$ cat src/rtl/qspi_flash_responder_pkg.sv
// Shared definitions for the QSPI flash responder: opcode, state encoding and
// address nibble count helper.
package qspi_flash_responder_pkg;

  localparam logic [7:0] QUAD_READ_CMD = 8'hEB;

  typedef enum logic [2:0] {
    IDLE,
    CMD,
    ADDR,
    MODE,
    DUMMY,
    DATA,
    IGNORE
  } state_t;

  function automatic int nibble_count(input int addr_bits);
    return (addr_bits + 3) / 4;
  endfunction

endpackage

$ cat src/rtl/qspi_pin_sync.sv
// Synchroniser for {SCK, CS, IO[3:0]} plus SCK edge detection on the
// synchronised SCK, so IO samples line up with the detected edge.
module qspi_pin_sync #(
  parameter int SYNC_STAGES = 2
) (
  input  logic       clk,
  input  logic       rstn,
  input  logic       sck,
  input  logic       cs_n,
  input  logic [3:0] io,
  output logic       cs_sync,
  output logic [3:0] io_sync,
  output logic       sck_rise,
  output logic       sck_fall
);

  // Reset looks like an idle bus: SCK low, CS deasserted.
  localparam logic [5:0] PRESET = 6'b01_0000;

  logic [5:0] stage [SYNC_STAGES];
  logic       sck_last;

  always_ff @(posedge clk or negedge rstn) begin
    if (!rstn) begin
      for (int i = 0; i < SYNC_STAGES; i++) stage[i] <= PRESET;
      sck_last <= 1'b0;
    end else begin
      stage[0] <= {sck, cs_n, io};
      for (int i = 1; i < SYNC_STAGES; i++) stage[i] <= stage[i-1];
      sck_last <= stage[SYNC_STAGES-1][5];
    end
  end

  assign cs_sync  = stage[SYNC_STAGES-1][4];
  assign io_sync  = stage[SYNC_STAGES-1][3:0];
  assign sck_rise = stage[SYNC_STAGES-1][5] & ~sck_last;
  assign sck_fall = ~stage[SYNC_STAGES-1][5] & sck_last;

endmodule

$ cat src/rtl/qspi_flash_responder.sv
// QSPI quad fast-read target: decodes command/address from oversampled pins and
// streams bytes from a synchronous-read memory with a one-byte prefetch.
module qspi_flash_responder
  import qspi_flash_responder_pkg::*;
#(
  parameter int         ADDR_BITS    = 24,
  parameter logic [7:0] READ_CMD     = QUAD_READ_CMD,
  parameter int         DUMMY_CYCLES = 4,
  parameter int         SYNC_STAGES  = 2
) (
  input  logic                 clk,
  input  logic                 rstn,
  input  logic                 spi_clk_in,
  input  logic                 spi_select_in,
  input  logic [3:0]           spi_data_in,
  output logic [3:0]           spi_data_out,
  output logic [3:0]           spi_data_oe,
  output logic [ADDR_BITS-1:0] mem_addr,
  output logic                 mem_rd,
  input  logic [7:0]           mem_data,
  output logic                 active
);

  localparam int NIBBLES = nibble_count(ADDR_BITS);
  localparam int SHIFT_W = NIBBLES * 4;

  logic       cs_sync;
  logic [3:0] io_sync;
  logic       sck_rise;
  logic       sck_fall;

  qspi_pin_sync #(.SYNC_STAGES(SYNC_STAGES)) u_sync (
    .clk      (clk),
    .rstn     (rstn),
    .sck      (spi_clk_in),
    .cs_n     (spi_select_in),
    .io       (spi_data_in),
    .cs_sync  (cs_sync),
    .io_sync  (io_sync),
    .sck_rise (sck_rise),
    .sck_fall (sck_fall)
  );

  state_t             state;
  logic [7:0]         cnt;
  logic [7:0]         cmd_sr;
  logic [SHIFT_W-1:0] addr_sr;
  logic [7:0]         data_buf;
  logic [3:0]         low_nib;
  logic               high_next;
  logic               rd_pend;
  logic [7:0]         cmd_next;
  logic [SHIFT_W-1:0] addr_next;

  assign cmd_next  = {cmd_sr[6:0], io_sync[0]};
  assign addr_next = {addr_sr[SHIFT_W-5:0], io_sync};

  always_ff @(posedge clk or negedge rstn) begin
    if (!rstn) begin
      state        <= IDLE;
      cnt          <= '0;
      cmd_sr       <= '0;
      addr_sr      <= '0;
      data_buf     <= '0;
      low_nib      <= '0;
      high_next    <= 1'b1;
      rd_pend      <= 1'b0;
      spi_data_out <= '0;
      spi_data_oe  <= '0;
      mem_addr     <= '0;
      mem_rd       <= 1'b0;
      active       <= 1'b0;
    end else begin
      mem_rd  <= 1'b0;
      rd_pend <= mem_rd;
      // Memory answers one clk after the strobe; this register is the prefetch slot.
      if (rd_pend) data_buf <= mem_data;

      if (cs_sync && state != IDLE) begin
        state        <= IDLE;
        spi_data_oe  <= '0;
        spi_data_out <= '0;
        active       <= 1'b0;
      end else begin
        unique case (state)
          IDLE: if (!cs_sync) begin
            state <= CMD;
            cnt   <= '0;
          end
          CMD: if (sck_rise) begin
            cmd_sr <= cmd_next;
            cnt    <= cnt + 8'd1;
            if (cnt == 8'd7) begin
              cnt <= '0;
              if (cmd_next == READ_CMD) begin
                state  <= ADDR;
                active <= 1'b1;
              end else begin
                state <= IGNORE;
              end
            end
          end
          ADDR: if (sck_rise) begin
            addr_sr <= addr_next;
            cnt     <= cnt + 8'd1;
            if (cnt == 8'(NIBBLES - 1)) begin
              cnt      <= '0;
              mem_addr <= addr_next[ADDR_BITS-1:0];
              mem_rd   <= 1'b1;
              state    <= MODE;
            end
          end
          MODE: if (sck_rise) begin
            cnt <= cnt + 8'd1;
            if (cnt == 8'd1) begin
              cnt       <= '0;
              high_next <= 1'b1;
              state     <= (DUMMY_CYCLES == 0) ? DATA : DUMMY;
            end
          end
          DUMMY: if (sck_rise) begin
            cnt <= cnt + 8'd1;
            if (cnt == 8'(DUMMY_CYCLES - 1)) begin
              cnt   <= '0;
              state <= DATA;
            end
          end
          // Driving the high nibble frees the prefetch slot, so fetch the next byte then.
          DATA: if (sck_fall) begin
            spi_data_oe <= 4'hF;
            high_next   <= ~high_next;
            if (high_next) begin
              spi_data_out <= data_buf[7:4];
              low_nib      <= data_buf[3:0];
              mem_addr     <= mem_addr + ADDR_BITS'(1);
              mem_rd       <= 1'b1;
            end else begin
              spi_data_out <= low_nib;
            end
          end
          IGNORE: ;
          default: state <= IDLE;
        endcase
      end
    end
  end

endmodule

$ cat config.mk
export PLATFORM = sky130hd
export DESIGN_NAME = qspi_flash_responder
export DESIGN_NICKNAME = d
export VERILOG_FILES = /design/src/rtl/qspi_flash_responder_pkg.sv /design/src/rtl/qspi_pin_sync.sv /design/src/rtl/qspi_flash_responder.sv
export SDC_FILE = /design/constraint.sdc
export NUM_CORES = 1
export LEC_CHECK = 0
export CORE_ASPECT_RATIO = 1.75
export CORE_UTILIZATION = 51
export DETAILED_ROUTE_END_ITERATION = 8
export HOLD_SLACK_MARGIN = 0.15
export MAX_ROUTING_LAYER = met4
export PLACE_DENSITY = 0.76
export SLEW_MARGIN = 15
export SYNTH_ARGS = -nofsm -noshare
export SYNTH_HDL_FRONTEND = slang
export SYNTH_SLANG_ARGS = --single-unit
$ cat constraint.sdc
create_clock -name clk -period 1.94 [get_ports clk]
set_clock_uncertainty 0.15 [all_clocks]
set_input_delay 0.388 -clock clk [delete_from_list [all_inputs] [get_ports clk]]
set_output_delay 0.388 -clock clk [all_outputs]
set_load 0.1 [all_outputs]
Run 1, floorplan with the power grid:
Scale bar: 20 um. Pins as bars on the die edge.
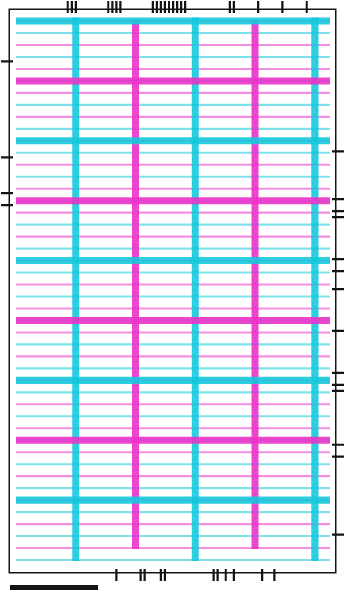
| color | net |
|---|---|
| magenta | VDD |
| cyan | VSS |
met1 rails: 46
met5 straps: 9
signal pins: 50
met4 straps: 5
rows: 45

Run 1, cell classes on the final placement:
Scale bar: 20 um.
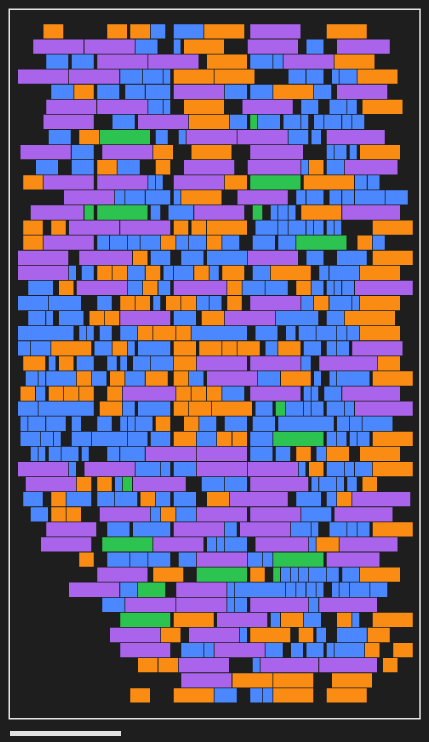
| color | class | cells | share of their area |
|---|---|---|---|
| green | clock drivers and dummy loads | 16 | 3.9% |
| orange | other buffers and delay cells | 142 | 25% |
| purple | flip-flops | 96 | 36% |
| blue | all other logic | 299 | 35% |

==> run_results.csv, run 1 <==
group,metric,value,unit
outcome,run_status,"complete, but fails checks",
outcome,failed_checks,"negative setup slack",
synth,yosys_register_bits,96,
grt,grt_pass1_vias,4141,
detailed_routing,firstDrtPassIters,5,
grt,grtUsageMet3,0.04101,
synth,ys_sh_adder,0.01333,
setup_path,worstPathRequired,2.01,ns
placement,place.gp.congestion,0.8730,
die,die_h,127.6,um
grt,grt_pass1_wl,19840,um
sta,setup_slack,-0.1893,ns
placement,hpwl,8027,um
placement,io_buffers,49,
sta,report.final.setup_viol,64,
sta,worst-slew-pin-transition,0.5813,ns
synth,top_area_cell,"dfrtp_1",
setup_path,rrSetupSlack,-0.19,ns
die,fp_util,0.5270,
synth,synth_seq_share,0.5231,
finish,final_cell_area,7062,um^2
synth,flop_cell,"dfrtp_1",
finish,layout_top_cells,"dfrtp_1, buf_4, buf_12",
setup_path,r2r_cells,5,
finish,lay_top_count,"dfrtp_1",
sta,holdWs,0.1896,ns
sta,min_period,2.129,ns
power,p_leak,0.002994,uW
synth,xor_area_frac,0.001904,
run,cap_violations,0,
power,pg_clk,1660,uW
power,p_sw_frac,0.3081,
power,top_power_group,"registers",
clock_tree,cts_hold_buf,1,
grt,grt_use_met1,0.2989,
power,irDropWorstVdd,0.6487,mV
detailed_routing,route.detailed.wl_per_inst,22.14,um
setup_path,r2r-start,"state[1]",
clock_tree,cts_buffers,9,
synth,top_logic_kind,"AND-OR/OR-AND gates",
worst_hold_path,hold-path-endpoint,"u_sync.io_sync[3]",
power,power_frac_seq,0.448,
finish,synthToLayoutAreaGrowth,53.54,%
power,power.density,736.9,nW/um^2
die,die_width,73.79,um
Run 1, routed clock nets over the placement:
Scale bar: 20 um.
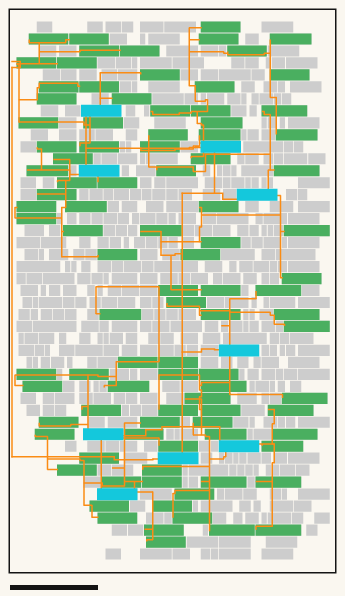
[cyan] cells driving clock nets | count: 9
[orange] clock wires | length: 1280 um
[green] flip-flops | count: 96
flops lie: all over the die

==> run 1: state kept, by name, indices dropped and copies added, names as in the netlist <==
signal	cells
u_sync.cs_sync	1
rd_pend	1
low_nib	4
high_next	1
cnt	8
u_sync.io_sync	4
active	1
u_sync.stage	7
data_buf	8
addr_sr	20
u_sync.sck_last	1
cmd_sr	7
state	3
spi_data_oe	1
mem_addr	24
mem_rd	1
spi_data_out	4
==> run 1: final cells by class <==
class                      count  area (um^2)
sequential                    96         2472
tap                          117        146.4
fill                         445         1665
clock inverter                 4        20.02
timing repair buffer         142         1729
inverter                       3        11.26
clock buffer                  12        246.5
multi-input combinational    296         2436
==> run 1: metal layers <==
layer  share of wire  vias up  wire length (um)
met3           0.042       88               619
met2            0.54      196              8019
li1                -     1821                 -
met5               0        -                 0
met1            0.35     2104              5210
met4           0.067        0               988
Run 1, routing congestion map:
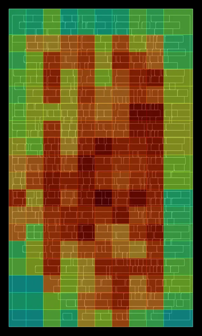

==> inputs of run 2 (changes only) <==
Settings changed: CORE_MARGIN set to 5.
Run 2, routing congestion map:
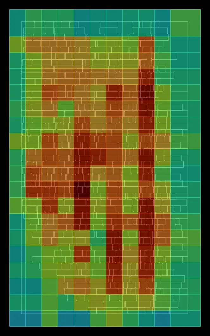
busiest grt layer: met2
average wire per standard cell: 18.43 um
met2 usage in global routing: 0.4127

==> run_results.csv, run 2 <==
group,metric,value,unit
outcome,run_status,"complete, but fails checks",
outcome,failed_checks,"negative setup slack",
die,die_width,81.79,um
grt,grtUsageMet3,0.03728,
power,top_power_group,"registers",
setup_path,r2r_cells,5,
sta,holdWs,0.1986,ns
synth,flop_cell,"dfrtp_1",
synth,top_logic_kind,"AND-OR/OR-AND gates",
detailed_routing,firstDrtPassIters,5,
grt,grt_pass1_vias,4130,
detailed_routing,drt-met1-wl,4375,um
synth,synth_seq_share,0.5231,
placement,hpwl,8373,um
power,p_leak,0.002862,uW
die,die_h,135.6,um
detailed_routing,highest_layer,"met4",
sta,report.final.setup_viol,20,
finish,synthToLayoutAreaGrowth,45.97,%
finish,top_register,"mem_addr",
finish,largest_registers,"mem_addr: 24 flops, addr_sr: 20 flops",
worst_hold_path,hold-path-endpoint,"u_sync.io_sync[1]",
detailed_routing,met2_wirelength,7052,um
placement,place.gp.congestion,0.9488,
sta,worst-slew-pin-transition,0.4921,ns
finish,seq_area,2474,um^2
clock_tree,cts_buffers,9,
finish,final_cell_area,6714,um^2
grt,grt_use_met1,0.2634,
power,power_frac_seq,0.448,
sta,setup_slack,-0.1306,ns
clock_tree,cts_hold_buf,1,
finish,largest_reg_flops,24,
detailed_routing,met3_length,379,um
synth,yosys_register_bits,96,
finish,nFillCells,549,
power,pg_clk,1760,uW
finish,combGateArea,2290,um^2
setup_path,worstPathRequired,2.01,ns
power,irDropWorstVdd,0.8428,mV
==> run 2: area by class of cell <==
type,count,area share
repair buffers,129,0.2221
clock buffers,9,0.03354
inverters,3,0.001677
flip-flops and latches,96,0.3684
multi-input cells,297,0.3410
well taps,120,0.02236
clock inverters,7,0.01081
==> run 2: how the worst max path moves through the flow <==
| stage | start | end | slack (ns) | cells past startpoint |
|---|---|---|---|---|
| 2_1_floorplan | mem_addr[10] | mem_addr[19] | -0.03 | 5 |
| 3_3_place_gp | cnt[3] | cnt[5] | -0.18 | 5 |
| 3_5_place_dp | cnt[3] | cnt[5] | -0.28 | 5 |
| 4_1_cts | cnt[1] | mem_addr[0] | -0.10 | 8 |
| 5_1_grt | cnt[3] | mem_addr[3] | -0.18 | 7 |
| 6_report | state[0] | cnt[4] | -0.13 | 5 |
Run 2, floorplan with the power grid:
Scale bar: 20 um. Pins as bars on the die edge.
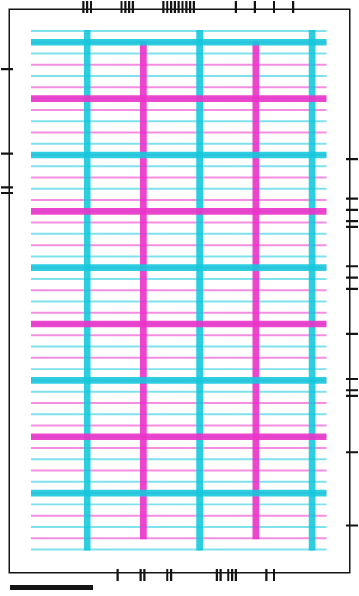

==> inputs of run 3 (changes only) <==
Settings changed: CELL_PAD_IN_SITES_DETAIL_PLACEMENT set to 2, CELL_PAD_IN_SITES_GLOBAL_PLACEMENT set to 2, CORE_UTILIZATION 51 to 33, PLACE_DENSITY 0.76 to unset, PLACE_DENSITY_LB_ADDON set to 0.1.
Run 3, floorplan with the power grid:
Scale bar: 20 um. Pins as bars on the die edge.
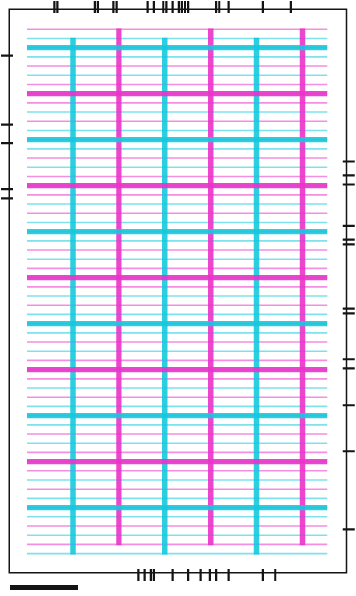
| color | net |
|---|---|
| cyan | VSS |
| magenta | VDD |
met5 straps: 11
met4 straps: 6
met1 rails: 58
signal pins: 50
rows: 57

==> run_results.csv, run 3 <==
group,metric,value,unit
setup_path,startpoint,"cnt[1]",
placement,place.gp.congestion,0.8203,
finish,top_register,"mem_addr",
die,die_h,166.2,um
outcome,run_status,"complete, but fails checks",
clock_tree,cts_hold_buf,1,
sta,report.final.setup_viol,37,
synth,flop_cell,"dfrtp_1",
outcome,failed_checks,"negative setup slack",
grt,grt_use_met1,0.1860,
finish,final_cell_area,7049,um^2
finish,largest_registers,"mem_addr: 24 flops, addr_sr: 20 flops",
setup_path,worstPathRequired,2.02,ns
die,die_width,99.25,um
sta,setup_slack,-0.2661,ns
finish,nFillCells,1353,
synth,synth_seq_share,0.5231,
detailed_routing,firstDrtPassIters,4,
finish,seq_area,2472,um^2
power,p_leak,0.002998,uW
==> run 3: area by class of cell <==
type / count / share of cell area
timing repair buffer: 143 / 0.2437
tap: 177 / 0.03142
clock buffer: 11 / 0.03443
multi-input combinational: 296 / 0.3323
clock inverter: 5 / 0.005857
sequential: 96 / 0.3507
inverter: 3 / 0.001597
==> run 3: power groups by stage <==
stage	clock network, uW	registers (uW)	logic [uW]
detailed placement	0	2340	1100
global route	1890	2330	1290
global placement	0	2320	1060
floorplan	0	2550	375
CTS	1780	2310	1170
finish	1750	2310	1230
==> run 3: critical path: cells and delay by family, from the launching register on <==
family,cells,cell delay (ns)
compound gates,3,0.48
fa+ha+maj,1,0.19
buf+inv,3,0.41
flops,1,0.38
simple gates,2,0.47
Power and IR drop assume default switching activity.
